### src/rtl/alu_pkg.sv
// Shared ALU definitions: right-shifter state encoding and counter sizing.
package alu_pkg;

   typedef enum logic [1:0] {
      IDLE  = 2'd0,
      SHIFT = 2'd1,
      DONE  = 2'd2
   } shr_state_t;

   // Counter must be able to hold the clamped amount WIDTH itself.
   function automatic int shr_cnt_width(input int width);
      return $clog2(width + 1);
   endfunction

endpackage

### src/rtl/shift_right_step.sv
// One-bit right shift of a WIDTH bus; fill is the MSB when arith, else zero.
module shift_right_step #(
   parameter int WIDTH = 32
) (
   input  logic             arith,
   input  logic [WIDTH-1:0] bus_in,
   output logic [WIDTH-1:0] bus_out
);

   logic fill_s;

   // Select the bit shifted into the MSB position.
   always_comb begin
      if (arith) begin
         fill_s = bus_in[WIDTH-1];
      end else begin
         fill_s = 1'b0;
      end
      bus_out = {fill_s, bus_in[WIDTH-1:1]};
   end

endmodule

### src/rtl/shift_right_unit.sv
// Multi-cycle logical/arithmetic right shifter, one bit position per clock.
// Sequenced by start_i / busy_o / done_o; bus_o is the data register itself.
module shift_right_unit
   import alu_pkg::*;
#(
   parameter int WIDTH = 32
) (
   input  logic             clk_i,
   input  logic             rst_i,
   input  logic             start_i,
   input  logic             arith_i,
   input  logic [WIDTH-1:0] bus_i,
   input  logic [WIDTH-1:0] shift_i,
   output logic [WIDTH-1:0] bus_o,
   output logic             busy_o,
   output logic             done_o
);

   localparam int               CW        = shr_cnt_width(WIDTH);
   localparam logic [WIDTH-1:0] WIDTH_AMT = WIDTH'(WIDTH);
   localparam logic [CW-1:0]    CNT_MAX   = CW'(WIDTH);
   localparam logic [CW-1:0]    CNT_ZERO  = CW'(0);
   localparam logic [CW-1:0]    CNT_ONE   = CW'(1);

   shr_state_t       state_q, state_d;
   logic [WIDTH-1:0] data_q, data_d;
   logic [CW-1:0]    cnt_q, cnt_d;
   logic             arith_q, arith_d;
   logic [CW-1:0]    amt_s;
   logic [WIDTH-1:0] step_s;

   shift_right_step #(.WIDTH(WIDTH)) u_step (
      .arith   (arith_q),
      .bus_in  (data_q),
      .bus_out (step_s)
   );

   // Clamp the requested amount to WIDTH; anything larger fully drains the operand.
   always_comb begin
      if (shift_i >= WIDTH_AMT) begin
         amt_s = CNT_MAX;
      end else begin
         amt_s = shift_i[CW-1:0];
      end
   end

   // State, data, counter and latched mode registers.
   always_ff @(posedge clk_i) begin
      if (rst_i) begin
         state_q <= IDLE;
         data_q  <= '0;
         cnt_q   <= CNT_ZERO;
         arith_q <= 1'b0;
      end else begin
         state_q <= state_d;
         data_q  <= data_d;
         cnt_q   <= cnt_d;
         arith_q <= arith_d;
      end
   end

   // Next-state logic.
   always_comb begin
      state_d = state_q;
      case (state_q)
         IDLE: begin
            if (start_i) begin
               if (amt_s == CNT_ZERO) begin
                  state_d = DONE;
               end else begin
                  state_d = SHIFT;
               end
            end else begin
               state_d = IDLE;
            end
         end
         SHIFT: begin
            if (cnt_q == CNT_ONE) begin
               state_d = DONE;
            end else begin
               state_d = SHIFT;
            end
         end
         DONE:    state_d = IDLE;
         default: state_d = IDLE;
      endcase
   end

   // Datapath: load on accepted start, shift and count down while in SHIFT.
   always_comb begin
      data_d  = data_q;
      cnt_d   = cnt_q;
      arith_d = arith_q;
      case (state_q)
         IDLE: begin
            if (start_i) begin
               data_d  = bus_i;
               cnt_d   = amt_s;
               arith_d = arith_i;
            end else begin
               data_d  = data_q;
            end
         end
         SHIFT: begin
            data_d = step_s;
            cnt_d  = cnt_q - CNT_ONE;
         end
         default: begin
            data_d = data_q;
         end
      endcase
   end

   // Outputs decoded from state; the result is the data register.
   always_comb begin
      bus_o  = data_q;
      busy_o = (state_q != IDLE);
      done_o = (state_q == DONE);
   end

endmodule

### config.mk
export PLATFORM = sky130hd
export DESIGN_NAME = shift_right_unit
export DESIGN_NICKNAME = d
export VERILOG_FILES = /design/src/rtl/alu_pkg.sv /design/src/rtl/shift_right_step.sv /design/src/rtl/shift_right_unit.sv
export SDC_FILE = /design/constraint.sdc
export NUM_CORES = 1
export LEC_CHECK = 0
export CAP_MARGIN = 20
export CORE_ASPECT_RATIO = 0.75
export CORE_MARGIN = 8
export CORE_UTILIZATION = 36
export DETAILED_ROUTE_END_ITERATION = 12
export PLACE_DENSITY = 0.76
export SKIP_LAST_GASP = 1
export SLEW_MARGIN = 25
export SYNTH_ARGS = -nofsm -noshare
export SYNTH_HDL_FRONTEND = slang
export SYNTH_SLANG_ARGS = --single-unit
export TNS_END_PERCENT = 50
### constraint.sdc
create_clock -name clk_i -period 1.6 [get_ports clk_i]
set_input_delay 0.16 -clock clk_i [delete_from_list [all_inputs] [get_ports clk_i]]
set_output_delay 0.16 -clock clk_i [all_outputs]
set_load 0.1 [all_outputs]
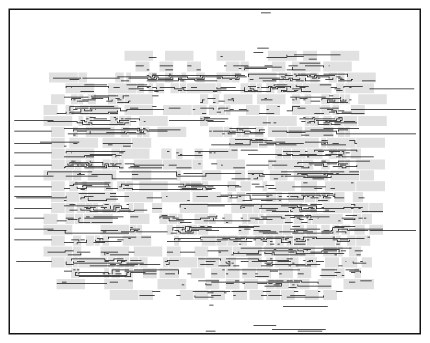
met1.png
Drawn at 4 px/µm. Cells faint in the background.
- longest straight run: 31.7 µm
- main direction: horizontal
- nets with wire on the layer: 393
- wire length on this layer: 2990 µm
DRT Wirelength: 7298 µm
via count: 2314

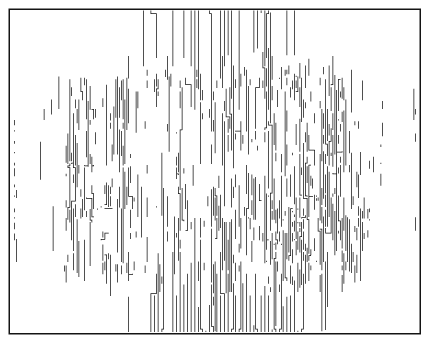
met2.png
Drawn at 4 px/µm.
- share of all routed wire: 50%
- nets with wire on the layer: 350
- longest straight run: 40.1 µm
- wire length on this layer: 3610 µm
- main direction: vertical
met2 GRT Util: 0.3036

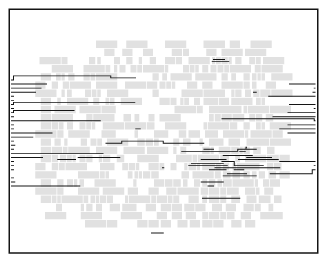
met3.png
Drawn at 3 px/µm. Cells faint in the background.
- main direction: horizontal
- longest straight run: 40.5 µm
- share of all routed wire: 9.0%
met3 global-route usage: 0.05722

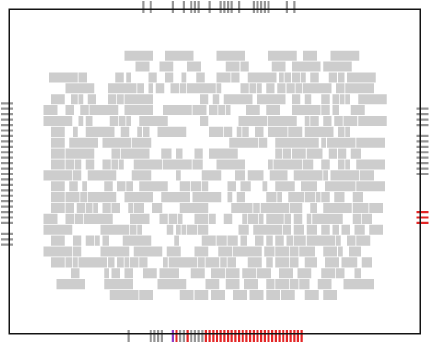
pins.png
Drawn at 4 px/µm. Pins as bars across the die edge, other pins in grey.
- red: shift_i (pins 32; direction input; edge 29 south, 3 east)
- purple: arith_i (pins 1; direction input; edge south)
- all pins by edge: 41 south, 26 west, 20 north, 15 east
DIE WIDTH: 102.4 µm
Port-buffer cells: 101
Die Y: 80.78 µm

==> results.toml <==
# yosys + openroad results
[status]
status = "finished with violations"
violations = "negative setup slack"

[final_timing]
tightestPinTransition_ns = 0.4365
setup_violations = 2
worst_slack_ns = -0.06937
whs_ns = 0.4244
rsz0062_at_grt = "true"
tns_ns = -0.09669
drv_slew = 0
hold_violations = 0

[routing]
drcViolationCount = 0
avgRoutedWirePerCell_um = 16.59

[cts]
cts-root-buf = "clkbuf_8"
cts_tree = "done"
cts.sinks = 41
postCtsHoldBufs = 0
clkTransAtPathRegs_ns = 0.09
cts-resized-gates = 2

[global_routing]
grt_pass1_vias = 2394
use_met1 = 0.2118
overflow = 0
grt.total_usage = 0.1769
antenna_found_initial = 0

[setup_path]
endpoint_kind = "flop"
slowest_stage = "or3_4"
worstRegToRegCells = 4
worstPathMaxFanout = 2
critPathBufInv = 0
crit_path_end = "state_q[0]"
cp_num_cells = 4

[yosys]
synthAdderAreaFrac = 0.01242
ys.flop_type = "dfxtp_1"
yosysCellCount = 257
ys_warn_count = 0
area_leaders = "dfxtp_1 41%, o22ai_1 11%, nor2b_1 10%"
async_flop_share = 0
top_cells_by_count = "41 x dfxtp_1, 39 x nor2_1, 35 x o22ai_1"
ys_types = 32
synthXorXnorAreaFrac = 0.004348
postSynthCellCount = 257

[power]
switching_share = 0.3910
powerSeq_uw = 1270
p_leak_uw = 0.001448
pg_clk_uw = 892
power.group.top = "combinational cells"
power.switching_uw = 1526
pwr-share-clk = 0.229
total_power_uw = 3903

[layout]
lay_top_cells = "67 x clkdlybuf4s50_1, 38 x nor2_1, 38 x dfxtp_1"
area_growth_pct = 82.86
ff_count = 41
logic_area_um2 = 1112
antenna-diode-count = 0
nonClockInverterCount = 5
area_dominant_class = "buffers"
finalNetCount = 434
comb_share = 0.3020
final_util = 0.6845
final-seq-area_um2 = 824.5
buffer_area_frac = 0.4110

[floorplan]
rows = 23
die_area_um2 = 8270
initCoreUtil = 0.3743

[hold_path]
holdPathEnd = "arith_q"
hold_start = "arith_i"
hold_class = "input port to flop"

[placed_design]
place_congestion = 0.8728
hpwl_um = 5649
Power figures rest on the tool's default switching activity, not on a simulated workload.
